==> src/rtl/fir_pkg.sv <==
// Shared definitions for the time-multiplexed FIR MAC sequencer.
// Holds the sequencer state encoding and the tap-index width helper.
package fir_pkg;

  typedef enum logic [1:0] {
    IDLE = 2'd0,
    MAC  = 2'd1,
    DONE = 2'd2
  } state_t;

  function automatic int tap_bits(input int taps);
    return (taps < 2) ? 1 : $clog2(taps);
  endfunction

endpackage

==> src/rtl/fir_accum.sv <==
// Wrapping accumulator: load replaces the sum, otherwise en adds din modulo 2^DW.
module fir_accum #(
  parameter int DW = 32
) (
  input  logic          clk,
  input  logic          clear,
  input  logic          en,
  input  logic          load,
  input  logic [DW-1:0] din,
  output logic [DW-1:0] sum
);

  always_ff @(posedge clk) begin
    if (clear) begin
      sum <= '0;
    end else if (en) begin
      sum <= load ? din : sum + din;
    end
  end

endmodule

==> src/rtl/fir_delay_line.sv <==
// TAPS-deep circular sample buffer with a write pointer and a combinational read port.
module fir_delay_line
  import fir_pkg::*;
#(
  parameter  int W    = 16,
  parameter  int TAPS = 8,
  localparam int AW   = tap_bits(TAPS)
) (
  input  logic          clk,
  input  logic          clear,
  input  logic          we,
  input  logic [W-1:0]  wdata,
  input  logic [AW-1:0] rd_idx,
  output logic [W-1:0]  rdata,
  output logic [AW-1:0] wr_ptr
);

  logic [W-1:0] mem [TAPS];

  // Clearing the whole line makes any history from before the reset read as zero.
  always_ff @(posedge clk) begin
    if (clear) begin
      for (int i = 0; i < TAPS; i++) begin
        mem[i] <= '0;
      end
      wr_ptr <= '0;
    end else if (we) begin
      mem[wr_ptr] <= wdata;
      wr_ptr      <= wr_ptr + AW'(1);
    end
  end

  assign rdata = mem[rd_idx];

endmodule

==> src/rtl/fir_mult.sv <==
// Unsigned W x W multiplier producing a full 2W-bit product.
module fir_mult #(
  parameter int W = 16
) (
  input  logic [W-1:0]   a,
  input  logic [W-1:0]   b,
  output logic [2*W-1:0] product
);

  assign product = {{W{1'b0}}, a} * {{W{1'b0}}, b};

endmodule

==> src/rtl/fir_mac_sequencer.sv <==
// FIR controller sharing one multiplier and accumulator across TAPS products per sample.
// Accepts a sample in IDLE, walks the taps in MAC, presents y[n] in DONE until taken.
module fir_mac_sequencer
  import fir_pkg::*;
#(
  parameter  int W    = 16,
  parameter  int TAPS = 8,
  localparam int AW   = tap_bits(TAPS)
) (
  input  logic           clk,
  input  logic           clear,
  input  logic           sample_valid,
  output logic           sample_ready,
  input  logic [W-1:0]   sample_data,
  input  logic           coef_we,
  input  logic [AW-1:0]  coef_addr,
  input  logic [W-1:0]   coef_data,
  output logic           coef_ready,
  output logic           result_valid,
  input  logic           result_ready,
  output logic [2*W-1:0] result_data,
  output logic           busy
);

  state_t state, next_state;

  logic           accept;
  logic           mac_en;
  logic           load_q;
  logic [AW-1:0]  tap;
  logic [AW-1:0]  base;
  logic [AW-1:0]  wr_ptr;
  logic [AW-1:0]  rd_idx;
  logic [W-1:0]   x_tap;
  logic [W-1:0]   h_tap;
  logic [W-1:0]   coef [TAPS];
  logic [2*W-1:0] product;
  logic [2*W-1:0] acc;

  always_ff @(posedge clk) begin
    if (clear) begin
      state <= IDLE;
    end else begin
      state <= next_state;
    end
  end

  always_comb begin
    next_state   = state;
    sample_ready = 1'b0;
    coef_ready   = 1'b0;
    result_valid = 1'b0;
    busy         = 1'b0;
    accept       = 1'b0;
    mac_en       = 1'b0;
    case (state)
      IDLE: begin
        sample_ready = 1'b1;
        coef_ready   = 1'b1;
        accept       = sample_valid;
        if (sample_valid) begin
          next_state = MAC;
        end
      end
      MAC: begin
        busy   = 1'b1;
        mac_en = 1'b1;
        if (tap == AW'(TAPS - 1)) begin
          next_state = DONE;
        end
      end
      DONE: begin
        busy         = 1'b1;
        result_valid = 1'b1;
        if (result_ready) begin
          next_state = IDLE;
        end
      end
      default: next_state = IDLE;
    endcase
  end

  // load_q is one cycle behind accept so the first product overwrites the previous sum.
  always_ff @(posedge clk) begin
    if (clear) begin
      tap    <= '0;
      base   <= '0;
      load_q <= 1'b0;
    end else begin
      load_q <= accept;
      if (accept) begin
        tap  <= '0;
        base <= wr_ptr;
      end else if (mac_en) begin
        tap <= tap + AW'(1);
      end
    end
  end

  always_ff @(posedge clk) begin
    if (clear) begin
      for (int i = 0; i < TAPS; i++) begin
        coef[i] <= '0;
      end
    end else if (coef_we && coef_ready) begin
      coef[coef_addr] <= coef_data;
    end
  end

  // Walking backwards from the newest sample gives x[n-k]; AW-bit arithmetic wraps the index.
  assign rd_idx = base - tap;
  assign h_tap  = coef[tap];

  fir_delay_line #(
    .W    (W),
    .TAPS (TAPS)
  ) u_delay_line (
    .clk    (clk),
    .clear  (clear),
    .we     (accept),
    .wdata  (sample_data),
    .rd_idx (rd_idx),
    .rdata  (x_tap),
    .wr_ptr (wr_ptr)
  );

  fir_mult #(
    .W (W)
  ) u_mult (
    .a       (h_tap),
    .b       (x_tap),
    .product (product)
  );

  fir_accum #(
    .DW (2 * W)
  ) u_accum (
    .clk   (clk),
    .clear (clear),
    .en    (mac_en),
    .load  (load_q),
    .din   (product),
    .sum   (acc)
  );

  assign result_data = acc;

endmodule

==> config.mk <==
export PLATFORM = sky130hd
export DESIGN_NAME = fir_mac_sequencer
export DESIGN_NICKNAME = d
export VERILOG_FILES = /design/src/rtl/fir_pkg.sv /design/src/rtl/fir_accum.sv /design/src/rtl/fir_delay_line.sv /design/src/rtl/fir_mult.sv /design/src/rtl/fir_mac_sequencer.sv
export SDC_FILE = /design/constraint.sdc
export NUM_CORES = 1
export LEC_CHECK = 0
export CORE_UTILIZATION = 45
export CTS_CLUSTER_DIAMETER = 150
export CTS_CLUSTER_SIZE = 40
export DETAILED_ROUTE_END_ITERATION = 8
export DONT_BUFFER_PORTS = 1
export HOLD_SLACK_MARGIN = 0.05
export SYNTH_ARGS = -nofsm -noshare
export SYNTH_HDL_FRONTEND = slang
export SYNTH_HIERARCHICAL = 1
export SYNTH_SLANG_ARGS = --single-unit
==> constraint.sdc <==
create_clock -name clk -period 9.5 [get_ports clk]
set_input_delay 0.95 -clock clk [delete_from_list [all_inputs] [get_ports clk]]
set_output_delay 0.95 -clock clk [all_outputs]
set_load 0.01 [all_outputs]
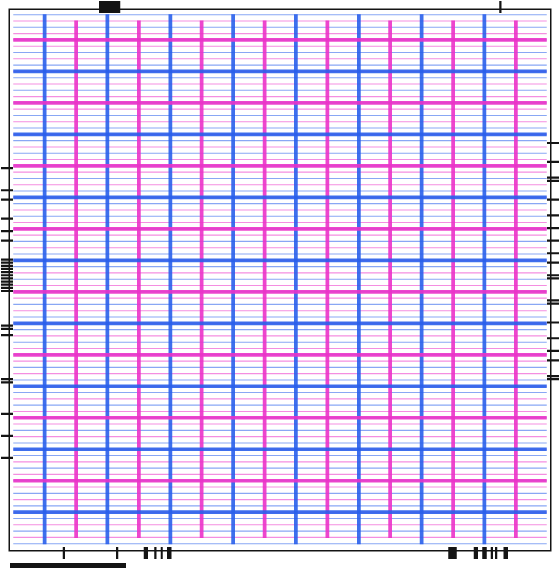
Figure 1: supply network.
Bar = 50 um. Pins as bars on the die edge.
| color | net |
|---|---|
| blue | VSS |
| magenta | VDD |
met1 rails: 85
met4 straps: 16
signal pins: 76
rows: 84
met5 straps: 16

==> notes.md <==
Entry: Yosys synthesis followed by OpenROAD place and route.

Clocking:
- The registers of the reported paths see a clock transition of 0.14 ns.
- Counting the buffers created by CTS gives 12.
- The run gives the clock sink count as 303.
- The longest clock path from root to sink contains 3 buffers.
- The run gives the number of H-tree levels as 1.
- The run puts the insertion delay of the later-clocked pin in the worst-skew pair at 0.56 ns.

Setup path:
- The run gives the kind of end point of the critical path as a register.
- Tracing the worst setup path back leads to its startpoint at tap[0].
- The worst-case reg-to-reg setup slack stands at 0.23 ns.
- The run gives the maximum fanout encountered on the critical timing path as 16.
- Per STA, the endpoint of the critical path is u_accum/sum[28].
- The run gives the buffer-and-inverter tally for the worst setup path as 7.
- Per STA, the worst path accumulates the most delay in the family adder cells.
- The capture point of the worst register-to-register path is recorded as u_accum/sum[28].
- Looking at the reg2reg group, the worst path starts from tap[0].
- Counting buffers and inverters, the worst setup path is 37 cells deep.
- At the worst endpoint, the arrival time is 9.75 ns.
- The run puts the required time reported for the critical path endpoint at 9.98 ns.
- The run puts the count of cells along the worst register-to-register path at 37.

Layout:
- The run gives the total of plain and repair buffers excluding clock buffers as 51.
- The run puts the register area at 8630 um2.
- Counting the fill cells in the layout gives 4729.
- In this run the layout overhead on the synthesized area is reported as 5.71%.
- The layout summary lists the proportion of cells stronger than drive strength 1 as 8.62%.
- The layout has 16 clock buffers.
- The run gives the inverter tally of the final layout excluding the clock network as 258.
- The run puts the total number of sequential cells at 303.
- The library cell used most frequently in the layout, excluding fill and tap cells, is sky130_fd_sc_hd__edfxtp_1.
- In the layout the commonest cells are sky130_fd_sc_hd__edfxtp_1 (256), sky130_fd_sc_hd__and2_1 (252), sky130_fd_sc_hd__inv_1 (240), sky130_fd_sc_hd__nand2_1 (198), sky130_fd_sc_hd__fa_1 (195).

Logic synthesis:
- The run gives the post-synthesis sequential area ratio as 35.9%.
- The run gives the post-synthesis cell count from yosys as 2172.
- In the synthesized netlist the async set-or-reset flop fraction comes to 0%.
- Before any placement, the netlist area is recorded as 24100 um2.
- The run gives the multiplexer share of the synthesized area as 8.96%.
- Summing the areas of all and, or, nand and nor instances in the mapped netlist gives 15.8% of the synthesized area.
- The run gives the synthesized chip area reported by yosys as 24100 um2.
- The run gives the and-or/or-and share of the synthesized area as 7.05%.
- After Yosys synthesis, full adders, half adders and majority gates account for 23.8% of the synthesized area.
- The number of nets in the synthesized netlist is 2552.
- The run puts the number of warnings printed during yosys synthesis at 6.
- The run puts the post-synthesis sequential element count at 303.

Timing:
- The run gives the worst relative slew slack as 15.6%.
- The run puts the final-report max-slew violation count at 0.
- The run puts the setup clock skew after layout at 0.0675 ns.
- The run puts the final number of hold-violating endpoints at 0.
- The run gives the final critical path time including I/O delays and setup as 9.27 ns.
- The run gives the final worst setup slack as 0.231 ns.
- The run gives the slew at the pin closest to its max-slew limit as 1.26 ns.
- Based on the critical path, the design can be clocked at up to 108 MHz.
- The run gives the final clock period utilization by the worst path as 97.6%.

Route:
- The run gives the number of nets still failing antenna checks after routing as 0.
- The script logs the mean routed wire length per placed instance as 20.0 um.
- Wires add up to 56300 um.
- In the routed design, unresolved DRC markers number 0.
- Per the log, the first TritonRoute iteration ended with a DRC count of 879.
- Detailed routing inserted a total of 15.7k vias.
- The run puts the length of the first detailed-routing pass in iterations at 5.

GRT:
- The global routing report lists combined usage of all routing layers as 20.9%.
- The layer flagged by global routing as most heavily used is met2.
- The run puts the number of antenna violations at the first check in global routing at 2.
- The run puts the met3 routing resource usage after global routing at 2.80%.
- The run puts the pin count of the biggest net entering global routing at 73.

Hold path:
- The run gives the endpoint of the worst hold-timing path as base[0].
- The run puts the hold path depth at 2.
- The run gives the path type of the worst min-delay path as register to register.

Flow run:
- Max-cap violations in this run came to 0.

Placed design:
- The run gives the detailed-placement wirelength estimate as 39600 um.
- The run gives the area of placed instances as 24700 um2.
- The run gives the instance count after placement with tap cells included as 2778.
- The placement report lists the number of port buffers as 0.
- Logged for this run, the post-placement worst setup slack is 0.0763 ns.

Die:
- The run gives the core area as 52700 um2.
- Per the OpenROAD floorplan log, the width of the die is 233 um.
- The run gives the total die size as 54400 um2.

Run status:
- The run finished with clean final reports.
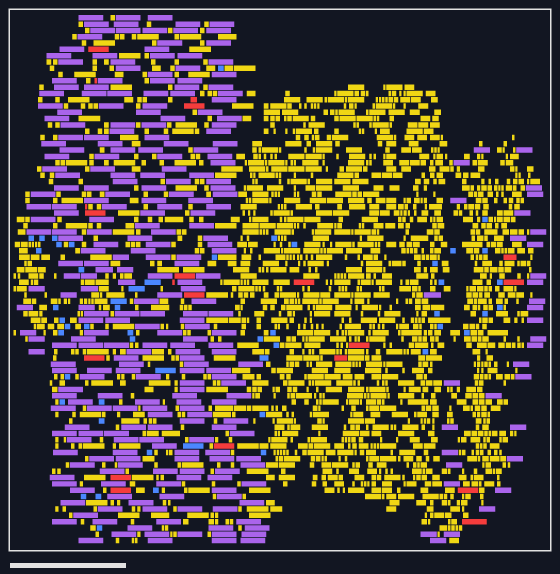
Figure 2: cells colored by class.
Bar = 50 um.
| color | class | cells |
|---|---|---|
| blue | other buffers and delay cells | 51 |
| purple | flip-flops | 303 |
| yellow | all other logic | 1750 |
| red | clock drivers and dummy loads | 20 |

sequential cells by signal (all words and copies together), names as in the netlist, named ones only:
name / cells
u_accum/sum: 32
u_delay_line/wr_ptr: 3
u_delay_line/mem: 128
base: 3
load_q: 1
state: 2
coef: 128
tap: 3
repair_timing:
| action | CTS | global route |
|---|---|---|
| setup buffers | 0 | 12 |
| resized | 0 | 57 |
| hold buffers | 0 | 0 |
| setup endpoints to repair | 0 | 11 |
through the flow:
stage	hold WS, ns	setup TNS (ns)	utilization [%]
after floorplan	0.436	0	-
after global placement	0.444	0	46.8
after detailed placement	0.448	0	46.8
after CTS	0.434	0	47.6
after global routing	0.416	-0.0734	48.3
final	0.462	0	48.3
per-layer routing:
layer | share of wire (%) | routed length (um)
met1 | 44 | 25000
met2 | 49 | 27400
met5 | 0 | 0
met3 | 4.9 | 2770
met4 | 1.9 | 1090
synthesized netlist by cell type, types with 42 or more instances:
library cell / number / area share (%)
sky130_fd_sc_hd__nor3_1: 137 / 2.8
sky130_fd_sc_hd__ha_1: 144 / 7.5
sky130_fd_sc_hd__edfxtp_1: 256 / 32
sky130_fd_sc_hd__inv_1: 241 / 3.8
sky130_fd_sc_hd__fa_1: 196 / 16
sky130_fd_sc_hd__o21ai_0: 42 / 0.87
sky130_fd_sc_hd__a21oi_1: 65 / 1.4
sky130_fd_sc_hd__nor2_1: 60 / 0.94
sky130_fd_sc_hd__clkbuf_1: 81 / 1.3
sky130_fd_sc_hd__dfxtp_1: 47 / 3.9
sky130_fd_sc_hd__nand2_1: 199 / 3.1
sky130_fd_sc_hd__and2_1: 253 / 6.6
sky130_fd_sc_hd__mux4_1: 54 / 5.9
